[src/rtl/alu_result_fifo.sv]
// alu_result_fifo
// First-word-fall-through buffer behind the 8-bit ALU. Each valid result
// {IN_OV, IN_DATA} is queued and presented on a valid/ready interface.
// Saturating counters track results lost to a full buffer and accepted
// results that carried the overflow flag.
module alu_result_fifo #(
  parameter int DEPTH = 8,
  parameter int DW    = 16,
  parameter int CNT_W = 8
) (
  input  logic                     CLK,
  input  logic                     RST_N,
  input  logic                     IN_VLD,
  input  logic [DW-1:0]            IN_DATA,
  input  logic                     IN_OV,
  output logic                     OUT_VLD,
  input  logic                     OUT_RDY,
  output logic [DW-1:0]            OUT_DATA,
  output logic                     OUT_OV,
  output logic                     FULL,
  output logic                     EMPTY,
  output logic [$clog2(DEPTH):0]   LEVEL,
  input  logic                     CLR_CNT,
  output logic [CNT_W-1:0]         DROP_CNT,
  output logic [CNT_W-1:0]         OV_CNT
);

  localparam int AW = $clog2(DEPTH);
  localparam int LW = AW + 1;
  localparam logic [LW-1:0]    level_full = LW'(DEPTH);
  localparam logic [CNT_W-1:0] cnt_max    = '1;

  // Each entry keeps the overflow flag in the top bit above the data.
  logic [DW:0]      mem [DEPTH];
  logic [DW:0]      head;
  logic [AW-1:0]    wr_ptr;
  logic [AW-1:0]    rd_ptr;
  logic [LW-1:0]    level_q;
  logic [LW-1:0]    level_nxt;
  logic             full_q;
  logic             empty_q;
  logic [CNT_W-1:0] drop_cnt_q;
  logic [CNT_W-1:0] ov_cnt_q;
  logic             out_vld;
  logic             pop;
  logic             push;
  logic             drop;

  // The head is only ever valid from registered state, so a push into an
  // empty buffer shows up one cycle later with no combinational bypass.
  assign out_vld = !empty_q;
  assign pop     = out_vld & OUT_RDY;
  // A full buffer still takes a new result when the head leaves this cycle.
  assign push    = IN_VLD & (!full_q | pop);
  assign drop    = IN_VLD & full_q & !pop;
  assign head    = mem[rd_ptr];

  assign OUT_VLD  = out_vld;
  assign OUT_DATA = out_vld ? head[DW-1:0] : '0;
  assign OUT_OV   = out_vld & head[DW];
  assign FULL     = full_q;
  assign EMPTY    = empty_q;
  assign LEVEL    = level_q;
  assign DROP_CNT = drop_cnt_q;
  assign OV_CNT   = ov_cnt_q;

  // Next occupancy: simultaneous push and pop cancel out.
  always_comb begin
    level_nxt = level_q;
    if (push && !pop) begin
      level_nxt = level_q + 1'b1;
    end else if (pop && !push) begin
      level_nxt = level_q - 1'b1;
    end
  end

  // Storage array is written only on accepted pushes and needs no reset.
  always_ff @(posedge CLK) begin
    if (push) begin
      mem[wr_ptr] <= {IN_OV, IN_DATA};
    end
  end

  // Pointers wrap naturally because DEPTH is a power of two.
  always_ff @(posedge CLK or negedge RST_N) begin
    if (!RST_N) begin
      wr_ptr <= '0;
      rd_ptr <= '0;
    end else begin
      if (push) begin
        wr_ptr <= wr_ptr + 1'b1;
      end
      if (pop) begin
        rd_ptr <= rd_ptr + 1'b1;
      end
    end
  end

  // Occupancy and the full/empty flags are registered together from level_nxt.
  always_ff @(posedge CLK or negedge RST_N) begin
    if (!RST_N) begin
      level_q <= '0;
      full_q  <= 1'b0;
      empty_q <= 1'b1;
    end else begin
      level_q <= level_nxt;
      full_q  <= (level_nxt == level_full);
      empty_q <= (level_nxt == '0);
    end
  end

  // Drop counter saturates; a same-cycle clear takes priority over a drop.
  always_ff @(posedge CLK or negedge RST_N) begin
    if (!RST_N) begin
      drop_cnt_q <= '0;
    end else if (CLR_CNT) begin
      drop_cnt_q <= '0;
    end else if (drop && (drop_cnt_q != cnt_max)) begin
      drop_cnt_q <= drop_cnt_q + 1'b1;
    end
  end

  // Overflow counter only counts accepted results; clear wins here too.
  always_ff @(posedge CLK or negedge RST_N) begin
    if (!RST_N) begin
      ov_cnt_q <= '0;
    end else if (CLR_CNT) begin
      ov_cnt_q <= '0;
    end else if (push && IN_OV && (ov_cnt_q != cnt_max)) begin
      ov_cnt_q <= ov_cnt_q + 1'b1;
    end
  end

endmodule

[config.mk]
export PLATFORM = sky130hd
export DESIGN_NAME = alu_result_fifo
export DESIGN_NICKNAME = d
export VERILOG_FILES = /design/src/rtl/alu_result_fifo.sv
export SDC_FILE = /design/constraint.sdc
export NUM_CORES = 1
export LEC_CHECK = 0
export CAP_MARGIN = 40
export CORE_MARGIN = 3
export CORE_UTILIZATION = 60
export DETAILED_ROUTE_END_ITERATION = 16
export GPL_ROUTABILITY_DRIVEN = 0
export PLACE_DENSITY_LB_ADDON = 0.1
export SLEW_MARGIN = 10
export SYNTH_ARGS = -nofsm -noshare
export SYNTH_HDL_FRONTEND = slang
export SYNTH_SLANG_ARGS = --single-unit
[constraint.sdc]
create_clock -name CLK -period 6 [get_ports CLK]
set_clock_uncertainty 0.15 [all_clocks]
set_input_delay 1.2 -clock CLK [delete_from_list [all_inputs] [get_ports CLK]]
set_output_delay 1.2 -clock CLK [all_outputs]
set_load 0.01 [all_outputs]
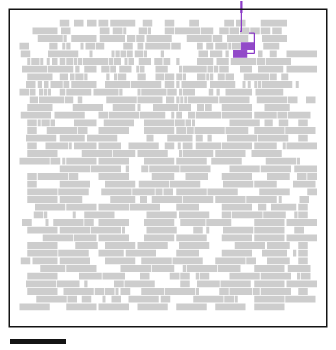
*I/O nets highlighted, run 1*
The bar under the picture is 20 um long.
colour	port	bits	direction	edge	end cells	buffers	wire
purple	`OUT_RDY`	1	input	north	2	1	19.5 um

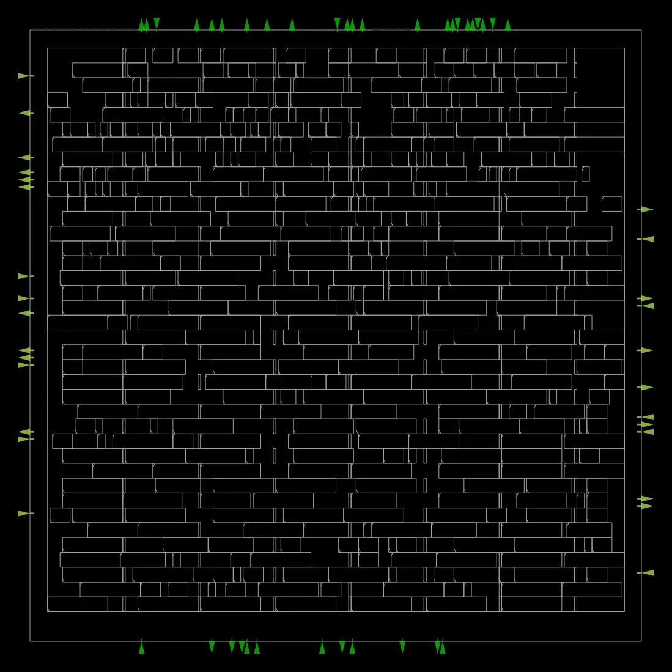
*Cell outlines without signal wires, run 1*
row cnt: 38
layout filler cell count: 691

==> metrics.yaml, run 1 <==
timing:
  fmax_mhz: 238
  relSlewSlack_pct: 41.0
clocking:
  cts_tree: "built"
  cts_hold_buf: 0
  cts_max_level: 4
  cts_root_buf: "clkbuf_16"
setup_path:
  regToRegEndpoint: "mem[7][10]"
  regToRegSetupSlack_ns: 3.26
grt:
  grt_pass1_wl_mm: 21.3
  use_met1_pct: 30.8
pwr:
  p_total_mw: 3.88
  powerSeq_mw: 1.58
  powerClk_mw: 1.01
  leakagePower_nw: 2.86
  p_clk_share_pct: 25.9
  p_comb_share_pct: 33.4
die:
  coreArea_mm2: 0.0109
  dieArea_mm2: 0.0126
  initial_core_util_pct: 61.8
logic_synthesis:
  synthCells: 372
  synthXorXnorAreaFrac_pct: 2.94
  synth-compound-area-share_pct: 1.31
  fp_nets: 400
  avgSynthCellArea_um2: 18.2
  top_area_cell: "edfxtp_1"
  synth-async-reset-ratio_pct: 17.1
  flop_cell: "edfxtp_1"
  ys_cells: 372
worst_hold_path:
  hp-class: "reg -> reg"
drt:
  drc: 0
  m1WireLength_mm: 5.44
  wl_per_cell_um: 21.7
  via_count: 3544
  wirelength_mm: 13.1
  dr_wl_met3_um: 739
  postRouteAntennaNets: 0
final_layout:
  flops: 164
  comb_area_mm2: 0.00187
  top_register: "mem"
  seq_share_pct: 58.9
  stdcell_area_mm2: 0.00813
placed_design:
  io_buffers: 61
  dp.cells: 570
status:
  status: "completed"
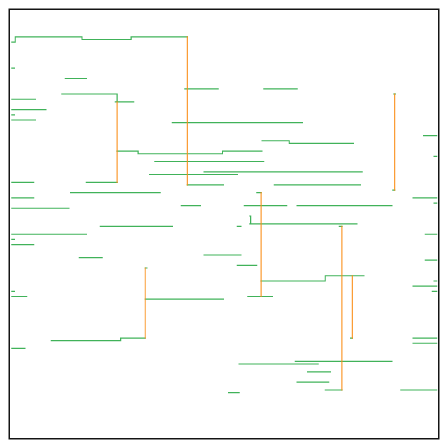
*Metal layers overlaid, run 1*
Two of the layers only.
colour	layer	wire length
green	metal 3	740 um
orange	metal 4	190 um

==> run 1: cell usage after synthesis, types with 2 or more instances <==
cell and count:
a21oi_1 3, a21oi_2 2, and2_1 2, and3_1 5, buf_2 5, buf_4 2
buf_6 5, clkbuf_1 3, dfrtp_1 27, edfxtp_1 136, ha_1 6, inv_1 4
mux2i_1 19, mux4_2 34, nand2_1 20, nand2b_1 3, nand3_1 8, nand4_1 4
nor2_1 36, nor3_1 5, nor4_2 3, xnor2_1 8, xor2_1 11
==> run 1: worst max-delay path, cell delays in order, from the launching register on <==
cell             delay [ns]
dfrtp_2                0.68
buf_16                 0.23
buf_4                  0.26
mux4_2                 0.54
mux2i_1                0.17
nor2_1                 0.06
clkdlybuf4s50_1        0.50
==> run 1 -> run 2 <==
- CORE_UTILIZATION: 60 -> 57
- clock period: 6 -> 4.2 ns (I/O delays scaled with it)
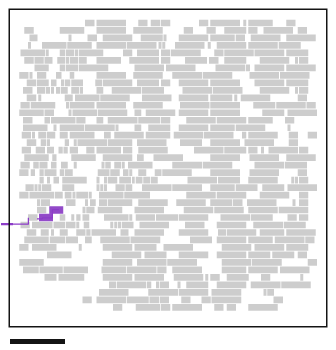
*I/O nets highlighted, run 2*
The bar under the picture is 20 um long.
colour	port	bits	direction	edge	end cells	buffers	wire
purple	`OUT_RDY`	1	input	west	2	1	19.6 um

==> run 2 against run 1 <==
Total power up 47%. Cell count grew 1.0%. Design area up 1.6%. Global-route usage shrank 2.4 points. Clock power up 63%. Setup slack worse by 1.2 ns. Register-to-register slack worse by 1.4 ns. Synthesized cell count is the same. Sequential power up 44%. Combinational power rose by 39%. Largest power group unchanged. Highest routed layer unchanged.
==> metrics.yaml, run 2 <==
clocking:
  cts_max_level: 4  # unchanged
  cts_tree: "built"
  cts_root_buf: "clkbuf_16"
  cts_hold_buf: 0  # unchanged
setup_path:
  path_buffers: 2  # -1
  worstPathCellList: "buf_12, mux4_2, mux2i_1, nor2_1, clkdlybuf4s50_1"
  max_stage_delay_ns: 0.64  # -0.04 ns
  path_class: "reg -> out"
  critPathTopFamily: "buffers and inverters"
  cpMaxStageDelayCell: "dfrtp_2"
logic_synthesis:
  ys_cells: 372  # unchanged
  flop_cell: "edfxtp_1"
  fp_nets: 400  # unchanged
  synthXorXnorAreaFrac_pct: 2.94  # unchanged
  yosys-top-cells-count: "136 x edfxtp_1, 36 x nor2_1, 34 x mux4_2"
  synth-compound-area-share_pct: 1.31  # unchanged
  synth.most_common_cell: "edfxtp_1"
  synthCells: 372  # unchanged
  avgSynthCellArea_um2: 18.2  # unchanged
  synth-async-reset-ratio_pct: 17.1  # unchanged
  top_area_cell: "edfxtp_1"
drt:
  postRouteAntennaNets: 0  # unchanged
  via_count: 3549  # +0.14%
  drc: 0  # unchanged
  wirelength_mm: 12.2  # -6.7%
  wl_per_cell_um: 20.0  # -7.6%
  m1WireLength_mm: 5.36  # -1.4%
  dr_wl_met3_um: 602  # -19%
  drt_pass1_iterations: 5
die:
  dieArea_mm2: 0.0132  # +5.0%
  std_cell_rows: 39  # +2.6%
  coreArea_mm2: 0.0115  # +5.3%
  initial_core_util_pct: 58.7  # -3.1 points
placed_design:
  hpwl_mm: 7.45
  dp.cells: 577  # +1.2%
  io_buffers: 61  # unchanged
timing:
  setup_viol: 0
  fmax_mhz: 275
  relSlewSlack_pct: 58.4  # +17 points
flow_run:
  max-cap-violations: 0
status:
  status: "completed"
grt:
  use_met1_pct: 27.6  # -3.2 points
  grt_pass1_wl_mm: 19.9  # -6.3%
  track_usage_pct: 20.4
pwr:
  powerClk_mw: 1.65  # +63%
  powerSeq_mw: 2.27  # +44%
  leakagePower_nw: 2.92  # +2.3%
  p_clk_share_pct: 28.9  # +3.0 points
  p_total_mw: 5.71  # +47%
  p_comb_share_pct: 31.4  # -2.0 points
final_layout:
  stdcell_area_mm2: 0.00826  # +1.6%
  top_register: "mem"
  layout_top_cells: "136 x edfxtp_1, 61 x clkdlybuf4s50_1, 36 x nor2_1, 34 x mux4_2, 26 x dfrtp_1"
  comb_area_mm2: 0.00187  # unchanged
  fillCellCount: 735  # +6.4%
worst_hold_path:
  hp-class: "reg -> reg"
-- run 2: final timing paths --
path                           start           to  slack [ns]  cells after the start
max                        rd_ptr[0]  OUT_DATA[5]        0.56                      5
min                        rd_ptr[2]    rd_ptr[2]        0.32                      1
max reg2reg                    EMPTY   mem[5][16]        1.84                      6
min reg2reg                rd_ptr[2]    rd_ptr[2]        0.32                      1
max in group asynchronous      RST_N        EMPTY        2.73                      3
min in group asynchronous      RST_N  DROP_CNT[6]        0.50                      1
-- run 2: area by class of cell --
type | count | share of cell area (%)
clock inverter | 13 | 2.50
timing repair buffer | 78 | 9.33
multi-input combinational | 188 | 22.7
inverter | 4 | 0.182
tap | 143 | 2.17
sequential | 164 | 58.0
clock buffer | 18 | 5.20
Power and IR drop assume default switching activity.
